## config.mk

```make
export PLATFORM = sky130hd
export DESIGN_NAME = branch_sequencer
export DESIGN_NICKNAME = d
export VERILOG_FILES = /design/src/rtl/branch_sequencer.sv
export SDC_FILE = /design/constraint.sdc
export NUM_CORES = 1
export LEC_CHECK = 0
export CORE_MARGIN = 2
export CORE_UTILIZATION = 25
export CTS_CLUSTER_SIZE = 14
export DETAILED_ROUTE_END_ITERATION = 8
export GPL_ROUTABILITY_DRIVEN = 0
export MAX_ROUTING_LAYER = met4
export SYNTH_ARGS = -nofsm -noshare
export SYNTH_HDL_FRONTEND = slang
export SYNTH_SLANG_ARGS = --single-unit
```

## constraint.sdc

```tcl
create_clock -name clk -period 1.5 [get_ports clk]
set_input_delay 0.3 -clock clk [delete_from_list [all_inputs] [get_ports clk]]
set_output_delay 0.3 -clock clk [all_outputs]
set_load 0.01 [all_outputs]
```

## src/rtl/branch_sequencer.sv

```systemverilog
// Branch sequencer: accepts one branch at a time, resolves it and redirects fetch.
// Define BRANCH_RAS_EN to build the return-address stack used by CALL/RET.
module branch_sequencer #(
    parameter int PC_W      = 16,
    parameter int DATA_W    = 16,
    parameter int RAS_DEPTH = 4
) (
    input  logic              clk,
    input  logic              rst_n,
    input  logic              br_valid,
    output logic              br_ready,
    input  logic [4:0]        opcode,
    input  logic [3:0]        func_code,
    input  logic [PC_W-1:0]   br_pc,
    input  logic [PC_W-1:0]   br_target,
    input  logic              reg_valid,
    input  logic [DATA_W-1:0] reg_data,
    output logic              redirect_valid,
    output logic [PC_W-1:0]   redirect_pc,
    input  logic              redirect_ack,
    output logic              flush,
    output logic              resolved_nt,
    output logic              illegal,
    output logic              ras_ovf,
    output logic              ras_unf
);
    typedef enum logic [1:0] {IDLE, WAIT_REG, REDIRECT} state_t;

    localparam logic [4:0] OP_JUMP = 5'b00011;
    localparam logic [4:0] OP_COND = 5'b00100;

    state_t          state_q, state_d;
    logic [PC_W-1:0] target_q, target_d;
    logic [1:0]      cond_q, cond_d;
    logic            illegal_q, illegal_d;
    logic            nt_q, nt_d;
    logic            handshake, is_jmp, is_call, is_ret, is_cond, taken;
    logic            push, pop;
    logic            ras_hit;
    logic [PC_W-1:0] ras_top;

    assign handshake = br_valid && br_ready;
    assign is_jmp    = (opcode == OP_JUMP) && (func_code == 4'd0);
    assign is_call   = (opcode == OP_JUMP) && (func_code == 4'd1);
    assign is_ret    = (opcode == OP_JUMP) && (func_code == 4'd2);
    assign is_cond   = (opcode == OP_COND) && (func_code <= 4'd2);
    assign push      = handshake && is_call;
    assign pop       = handshake && is_ret;

    // cond_q holds func_code[1:0]: 0 BEQZ, 1 BLTZ, 2 BGTZ (operand is signed)
    always_comb begin
        case (cond_q)
            2'd0:    taken = (reg_data == '0);
            2'd1:    taken = reg_data[DATA_W-1];
            default: taken = !reg_data[DATA_W-1] && (reg_data != '0);
        endcase
    end

    always_comb begin
        // NOTE: every output gets a default first so no path can infer a latch.
        state_d   = state_q;
        target_d  = target_q;
        cond_d    = cond_q;
        illegal_d = 1'b0;
        nt_d      = 1'b0;
        case (state_q)
            IDLE: begin
                if (handshake) begin
                    cond_d   = func_code[1:0];
                    target_d = br_target;
                    if (is_jmp || is_call) begin
                        state_d = REDIRECT;
                    end else if (is_ret) begin
                        state_d = REDIRECT;
                        if (ras_hit) target_d = ras_top;
                    end else if (is_cond) begin
                        state_d = WAIT_REG;
                    end else begin
                        illegal_d = 1'b1;
                    end
                end
            end
            WAIT_REG: begin
                if (reg_valid) begin
                    if (taken) begin
                        state_d = REDIRECT;
                    end else begin
                        state_d = IDLE;
                        nt_d    = 1'b1;
                    end
                end
            end
            REDIRECT: if (redirect_ack) state_d = IDLE;
            default:  state_d = IDLE;
        endcase
    end

    // NOTE: sequential state uses non-blocking assignments only.
    always_ff @(posedge clk or negedge rst_n) begin
        if (!rst_n) begin
            state_q   <= IDLE;
            target_q  <= '0;
            cond_q    <= '0;
            illegal_q <= 1'b0;
            nt_q      <= 1'b0;
        end else begin
            state_q   <= state_d;
            target_q  <= target_d;
            cond_q    <= cond_d;
            illegal_q <= illegal_d;
            nt_q      <= nt_d;
        end
    end

    assign br_ready       = (state_q == IDLE);
    assign redirect_valid = (state_q == REDIRECT);
    assign redirect_pc    = redirect_valid ? target_q : '0;
    assign flush          = redirect_valid && redirect_ack;
    assign illegal        = illegal_q;
    assign resolved_nt    = nt_q;

`ifdef BRANCH_RAS_EN
    localparam int              PTR_W     = $clog2(RAS_DEPTH);
    localparam logic [PTR_W:0]  DEPTH_CNT = (PTR_W+1)'(RAS_DEPTH);

    logic [PC_W-1:0]  ras_mem [RAS_DEPTH];
    logic [PTR_W-1:0] ptr_q, ptr_d;
    logic [PTR_W:0]   cnt_q, cnt_d;
    logic             ovf_q, unf_q;

    // ptr_q is the next free slot; a full push wraps onto the oldest entry
    assign ras_hit = (cnt_q != '0);
    assign ras_top = ras_mem[ptr_q - PTR_W'(1)];

    always_comb begin
        ptr_d = ptr_q;
        cnt_d = cnt_q;
        if (push) begin
            ptr_d = ptr_q + PTR_W'(1);
            if (cnt_q != DEPTH_CNT) cnt_d = cnt_q + (PTR_W+1)'(1);
        end else if (pop && ras_hit) begin
            ptr_d = ptr_q - PTR_W'(1);
            cnt_d = cnt_q - (PTR_W+1)'(1);
        end
    end

    always_ff @(posedge clk or negedge rst_n) begin
        if (!rst_n) begin
            ptr_q <= '0;
            cnt_q <= '0;
            ovf_q <= 1'b0;
            unf_q <= 1'b0;
        end else begin
            ptr_q <= ptr_d;
            cnt_q <= cnt_d;
            ovf_q <= push && (cnt_q == DEPTH_CNT);
            unf_q <= pop && !ras_hit;
        end
    end

    // NOTE: stack storage is not reset; the occupancy count gates every read.
    always_ff @(posedge clk) begin
        if (push) ras_mem[ptr_q] <= br_pc + PC_W'(1);
    end

    assign ras_ovf = ovf_q;
    assign ras_unf = unf_q;
`else
    logic unused_ras;

    assign ras_hit    = 1'b0;
    assign ras_top    = '0;
    assign ras_ovf    = 1'b0;
    assign ras_unf    = 1'b0;
    assign unused_ras = ^{br_pc, push, pop};
`endif
endmodule
```

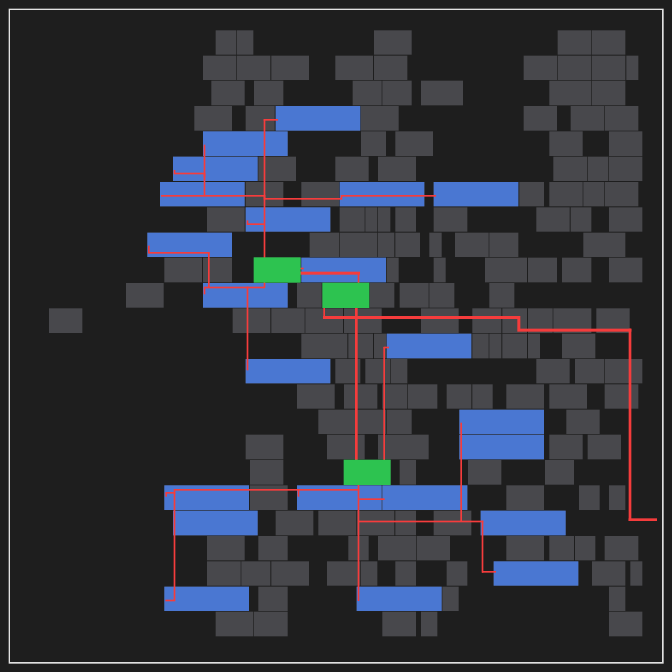
(images/clock_wires.png)
legend:
  clock-net drivers:
    color: green
    count: 3
  flip-flops:
    color: blue
    count: 22
  clock wires:
    color: red
    length: 285 um
routed clock nets: 4
Clk power: 354 uW
clk ins delay skew pair: 260 ps
Worst Skew: 1.39 ps
clock network power share: 0.271

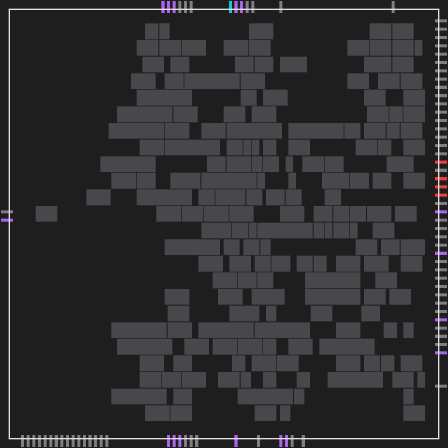
(images/pinout.png)
Pins as bars across the die edge, other pins in gray.
legend:
  br_target:
    color: purple
    pins: 16
    direction: input
    edge: 6 bottom, 5 top, 4 right, 1 left
  func_code:
    color: red
    pins: 4
    direction: input
    edge: right
  redirect_valid:
    color: cyan
    pins: 1
    direction: output
    edge: top
DIE HEIGHT: 70.1 um
I/O Buffers: 66
die width: 70.1 um

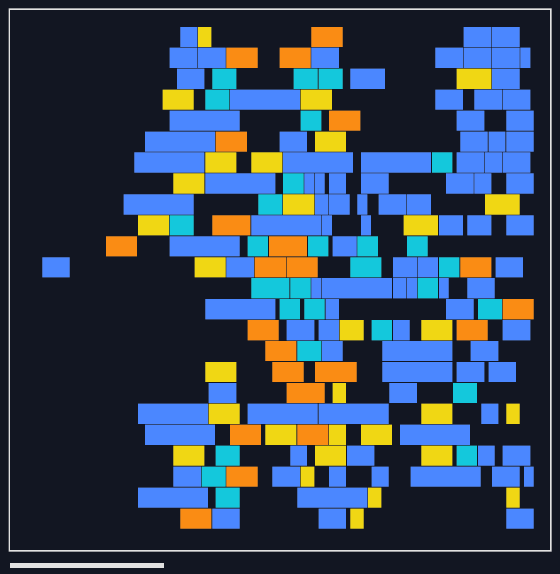
(images/sizing.png)
Scale bar: 20 um.
legend:
  x3 and x4:
    color: cyan
    cells: 28
    most_used: buf_4
  x6 and larger:
    color: orange
    cells: 22
    most_used: buf_6
  x2:
    color: yellow
    cells: 30
    most_used: mux2_2
  x1 and smaller:
    color: blue
    cells: 101
    most_used: clkdlybuf4s50_1
Final Cell Area: 2060 um2
Setup WS post-layout: -85.1 ps
Non-clock buffers: 87
synthesis-to-layout area growth: 88.2%

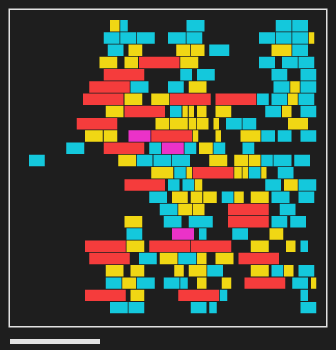
(images/class_map.png)
Scale bar: 20 um.
legend:
  registers:
    color: red
    cells: 22
  remaining logic cells:
    color: yellow
    cells: 69
  remaining buffers and delay cells:
    color: cyan
    cells: 87
  clock-net drivers:
    color: magenta
    cells: 3
row cnt: 24
Core Region: 4290 um2

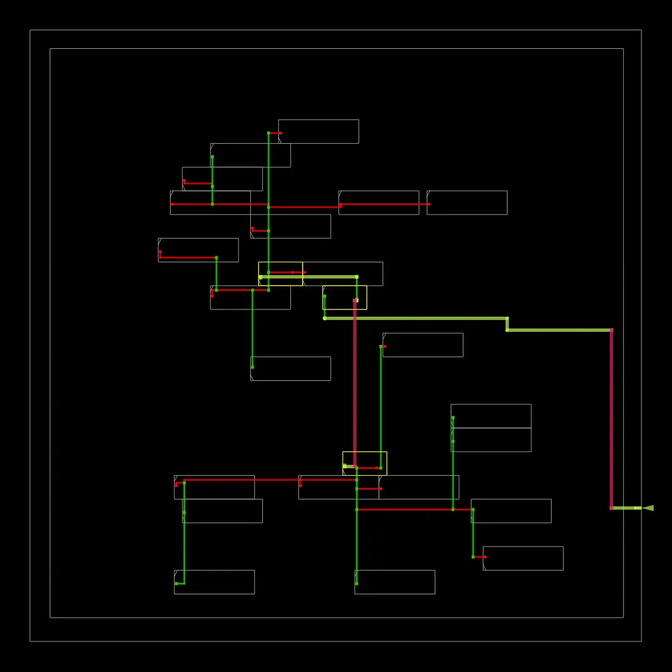
(images/clock_nets.png)
clock buffer count from CTS: 3
flop count: 22
Clock Sinks: 22
# clk buffers: 3

## synthesized netlist by cell type (all sizes together) (2+ instances only)
cell / number
dfrtp: 22
and2: 18
mux2: 18
nor4: 5
buf: 4
nand2: 4
nor2: 4
a21oi: 3
nor2b: 3
clkbuf: 2
mux2i: 2
nand3b: 2
## kinds of logic after synthesis
logic type	count (synthesis)	share of synthesized area
other cells	1	0.00343
simple gates	42	0.235
buf+inv	7	0.0332
flops	22	0.503
compound gates	4	0.0217
mux	20	0.204
## power by group
part,internal [mW],switching (mW),leakage [nW]
clock network,0.179,0.175,0.0216
registers,0.647,0.0276,0.264
logic,0.193,0.0858,0.626
total,1.02,0.288,0.911
## registers in the layout, summed over array words and instances (netlist names)
name and flops:
cond_q 2, illegal 1, resolved_nt 1, state_q 2, target_q 16
==> CHANGELOG.md <==
### Changed

* Non-clk invs at 1
* Top logic cell by instance count in the layout: clkdlybuf4s50_1
* Crit-path slowest cell: dfrtp_1
* Hpwl dp at 2400 um
* Multi-input logic cell count at 68
* Nets at 245
* Clk cell area share at 0.0201
* Setup WS post-layout at -85.1 ps
* Cts hold-fix bufs at 0
* Failing checks: negative setup slack
* H-tree Lvls at 1
* Tool Warnings at 44
* Resize count post-CTS at 99
* Crit share post-route at 1.06
* Synth area leader: dfrtp_1
* Crit path buf inv count at 3
* Init Core Util at 0.255
* DP Worst Slack at -385 ps
* Tightest Hold Check Type: input pin to async pin
* Final Hold Violating Endpoints at 0
* DR vias/cell at 4.50
* Max Fclk at 631 MHz
* Initial antenna violation count at 0
* Drt pass-1 iters at 3
* Antenna Nets Post-Route at 0
* Max-area cell share at 0.503
* Levels on crit path at 5
* Final non-clock buffer share at 0.402
* CTS max path bufs at 2
* Status: complete, but fails checks
* Top delay family on crit path: flip-flops
* Final count of pins violating max slew at 0
* Total power at 1.31 mW
* Hold_ws at 407 ps
* Unrepaired setup endpoints after global routing: yes
* Critical Path AT at 1290 ps
* # Taps at 52
* Vias in the first global route at 1073
* Ports at 85
* Final setup fails at 11
Power and IR drop assume default switching activity.
